**Cell classes on the final placement**

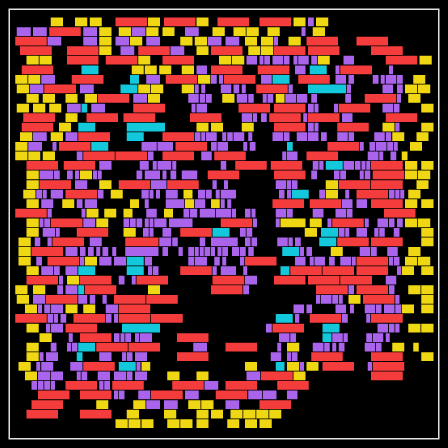
**Power grid**

Bar = 20 µm. Pins as bars on the die edge.
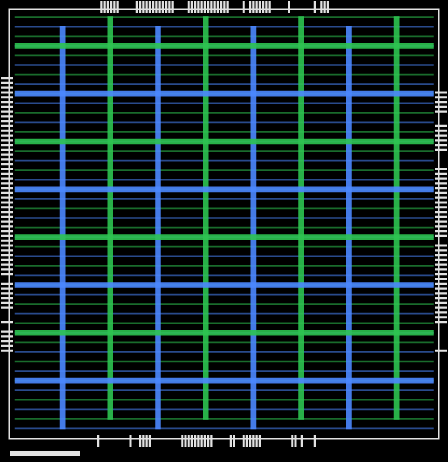
==> src/rtl/spm_seq_ctrl.sv <==
`default_nettype none
// ============================================================================
// Module      : spm_seq_ctrl
// Description : Sequencer for a serial-parallel multiplier (spm) built from a
//               chain of carry-save adder stages. It accepts an operand pair,
//               holds the multiplicand on the spm parallel input and streams
//               the multiplier into the spm serial input, LSB first. It then
//               collects the serial product bits and returns the 2*WIDTH-bit
//               product over a valid/ready handshake.
// Revision    : 1.0 - initial release
// ----------------------------------------------------------------------------
// Parameters  : WIDTH   - operand width, must match the spm instance
//               SPM_LAT - cycles from driving spm_y bit k to spm_p bit k
// Ports       : clk        clock
//               rst        asynchronous reset, active-low
//               in_valid   operand pair valid       in_ready  accepting operands
//               in_a       multiplicand (parallel)  in_b      multiplier (serial)
//               out_valid  product valid            out_ready consumer accepts
//               out_p      2*WIDTH-bit product
//               spm_x      parallel operand to spm  spm_y     serial bit to spm
//               spm_clr    synchronous clear of spm csa state, active-high
//               spm_p      serial product bit from spm
//               busy       high in every state except IDLE
// Macro       : SPM_SEQ_CTRL_SIGNED_EN - two's complement operands; the serial
//               multiplier is sign-extended instead of zero-extended.
// ============================================================================
module spm_seq_ctrl #(
  parameter int WIDTH   = 32,
  parameter int SPM_LAT = 1
) (
  input  logic               clk,
  input  logic               rst,
  input  logic               in_valid,
  output logic               in_ready,
  input  logic [WIDTH-1:0]   in_a,
  input  logic [WIDTH-1:0]   in_b,
  output logic               out_valid,
  input  logic               out_ready,
  output logic [2*WIDTH-1:0] out_p,
  output logic [WIDTH-1:0]   spm_x,
  output logic               spm_y,
  output logic               spm_clr,
  input  logic               spm_p,
  output logic               busy
);

  localparam int C_RUN_LEN = 2*WIDTH + SPM_LAT;
  localparam int C_CW      = $clog2(C_RUN_LEN + 1);
  localparam logic [C_CW-1:0] C_LAST = C_CW'(C_RUN_LEN - 1);
  localparam logic [C_CW-1:0] C_LAT  = C_CW'(SPM_LAT);

  typedef enum logic [1:0] {
    S_IDLE  = 2'd0,
    S_CLEAR = 2'd1,
    S_RUN   = 2'd2,
    S_DONE  = 2'd3
  } state_t;

  state_t             r_state;
  logic [C_CW-1:0]    r_cnt;
  logic [WIDTH-1:0]   r_b;
  logic [WIDTH-1:0]   r_x;
  logic [2*WIDTH-1:0] r_p;
  logic               r_y;
  logic               r_clr;
  logic               r_in_ready;
  logic               r_out_valid;
  logic               r_busy;

  // Fill bit entering the top of the serial shift register. Once all WIDTH
  // multiplier bits have been shifted out, the spm keeps seeing this value.
  logic               w_fill;
  logic [WIDTH-1:0]   w_b_next;

`ifdef SPM_SEQ_CTRL_SIGNED_EN
  assign w_fill = r_b[WIDTH-1];
`else
  assign w_fill = 1'b0;
`endif

  assign w_b_next = {w_fill, r_b[WIDTH-1:1]};

  always_ff @(posedge clk or negedge rst) begin
    if (!rst) begin
      r_state     <= S_IDLE;
      r_cnt       <= '0;
      r_b         <= '0;
      r_x         <= '0;
      r_p         <= '0;
      r_y         <= 1'b0;
      r_clr       <= 1'b0;
      r_in_ready  <= 1'b1;
      r_out_valid <= 1'b0;
      r_busy      <= 1'b0;
    end else begin
      case (r_state)
        S_IDLE: begin
          r_cnt <= '0;
          if (in_valid && r_in_ready) begin
            r_x        <= in_a;
            r_b        <= in_b;
            r_p        <= '0;
            r_y        <= 1'b0;
            r_clr      <= 1'b1;
            r_in_ready <= 1'b0;
            r_busy     <= 1'b1;
            r_state    <= S_CLEAR;
          end
        end

        S_CLEAR: begin
          // spm_y is registered, so b[0] is presented for RUN counter 0 and
          // r_b[0] then always holds the bit for the following RUN cycle.
          r_clr   <= 1'b0;
          r_y     <= r_b[0];
          r_b     <= w_b_next;
          r_cnt   <= '0;
          r_state <= S_RUN;
        end

        S_RUN: begin
          r_cnt <= r_cnt + C_CW'(1);
          // The first SPM_LAT samples predate product bit 0. Shifting in
          // from the MSB leaves bit 0 at the LSB after 2*WIDTH captures.
          if (r_cnt >= C_LAT) begin
            r_p <= {spm_p, r_p[2*WIDTH-1:1]};
          end
          if (r_cnt == C_LAST) begin
            r_y         <= 1'b0;
            r_out_valid <= 1'b1;
            r_state     <= S_DONE;
          end else begin
            r_y <= r_b[0];
            r_b <= w_b_next;
          end
        end

        S_DONE: begin
          if (out_ready) begin
            r_out_valid <= 1'b0;
            r_in_ready  <= 1'b1;
            r_busy      <= 1'b0;
            r_state     <= S_IDLE;
          end
        end

        default: begin
          r_state <= S_IDLE;
        end
      endcase
    end
  end

  assign in_ready  = r_in_ready;
  assign out_valid = r_out_valid;
  assign out_p     = r_p;
  assign spm_x     = r_x;
  assign spm_y     = r_y;
  assign spm_clr   = r_clr;
  assign busy      = r_busy;

endmodule
`default_nettype wire

==> config.mk <==
export PLATFORM = sky130hd
export DESIGN_NAME = spm_seq_ctrl
export DESIGN_NICKNAME = d
export VERILOG_FILES = /design/src/rtl/spm_seq_ctrl.sv
export SDC_FILE = /design/constraint.sdc
export NUM_CORES = 1
export LEC_CHECK = 0
export CORE_UTILIZATION = 45
export CTS_BUF_LIST = sky130_fd_sc_hd__clkbuf_8
export DETAILED_ROUTE_END_ITERATION = 10
export PLACE_DENSITY = 0.75
export RECOVER_POWER = 25
export SLEW_MARGIN = 20
export SYNTH_ARGS = -nofsm -noshare
export SYNTH_HDL_FRONTEND = slang
export SYNTH_SLANG_ARGS = --single-unit
==> constraint.sdc <==
create_clock -name clk -period 3.9 [get_ports clk]
set_input_delay 0.78 -clock clk [delete_from_list [all_inputs] [get_ports clk]]
set_output_delay 0.78 -clock clk [all_outputs]
set_load 0.1 [all_outputs]
==> flow_summary.ini <==
; flow metrics
[outcome]
status = finished, violations left
failed_checks = max-capacitance violations, max-slew violations

[synth]
synthTopCellsByCount = 141 x dfrtp_1, 78 x o21ai_0, 75 x nand2_1, 60 x o21ai_2, 40 x a21oi_1
yosys_cells = 588
synth.cellmix.adderShare_pct = 1.75
area_leaders = dfrtp_1 55%, o21ai_2 8.1%, o21ai_0 6.1%
most_common_cell = dfrtp_1

[grt]
overflow = 0
grt_pass1_vias = 4868
grt_max_degree = 68

[final_timing]
finalMaxSlewViolations = 66

[worst_setup_path]
worstSetupEndpoint = in_ready
crit_start = in_ready$_DFFE_PN1P_
cp_max_fo = 5

[power_and_ir_drop]
clockPowerShare_pct = 42.7
seq_cell_power_mw = 1.50

[clocking]
cts_hold_buf = 0
clk_root_buffer_cell = clkbuf_8
htree_levels = 4

[worst_hold_path]
hp-start = spm_x[15]$_DFFE_PN0P_

[flow_run]
tool_warnings = 33
max_cap_viol_count = 1

[die]
io_pins = 170

[routing]
avgViaCountPerCell = 5.27

[place]
io_buffers = 169
-- 'cell classes on the final placement' (at the start) --
- registers: red (cells 142; share of their area 43%)
- clock drivers and dummy loads: cyan (cells 31; share of their area 5.0%)
- remaining logic cells: purple (cells 402; share of their area 31%)
- remaining buffers and delay cells: yellow (cells 179; share of their area 21%)
Rows: 43
sequential cell area share: 41.4%
fin util: 61.6%

-- 'power grid' (at the start) --
- VDD: green
- VSS: blue
- met1 rails: 44
- met4 straps: 8

[registers in the layout, indices dropped and copies added, names as in the netlist]
name       count
busy           1
out_p         64
spm_x         32
out_valid      1
r_cnt          7
r_b           32
in_ready       1
r_state        2
spm_clr        1
spm_y          1
[routing by layer]
metal	share of wire (%)	vias up
met5	0	-
met4	1.1	0
met3	7.2	16
met2	50	148
met1	42	2412
li1	-	2344
[stage by stage]
stage / hold WS, ps / std cells / area (µm²) / setup WS (ps)
2_1_floorplan: 484 / 588 / 6450 / 1870
3_3_place_gp: 488 / 903 / 8190 / 1320
3_5_place_dp: 491 / 903 / 8190 / 1240
4_1_cts: 340 / 934 / 8610 / 908
5_1_grt: 525 / 934 / 8590 / 502
6_report: 507 / 934 / 8590 / 930
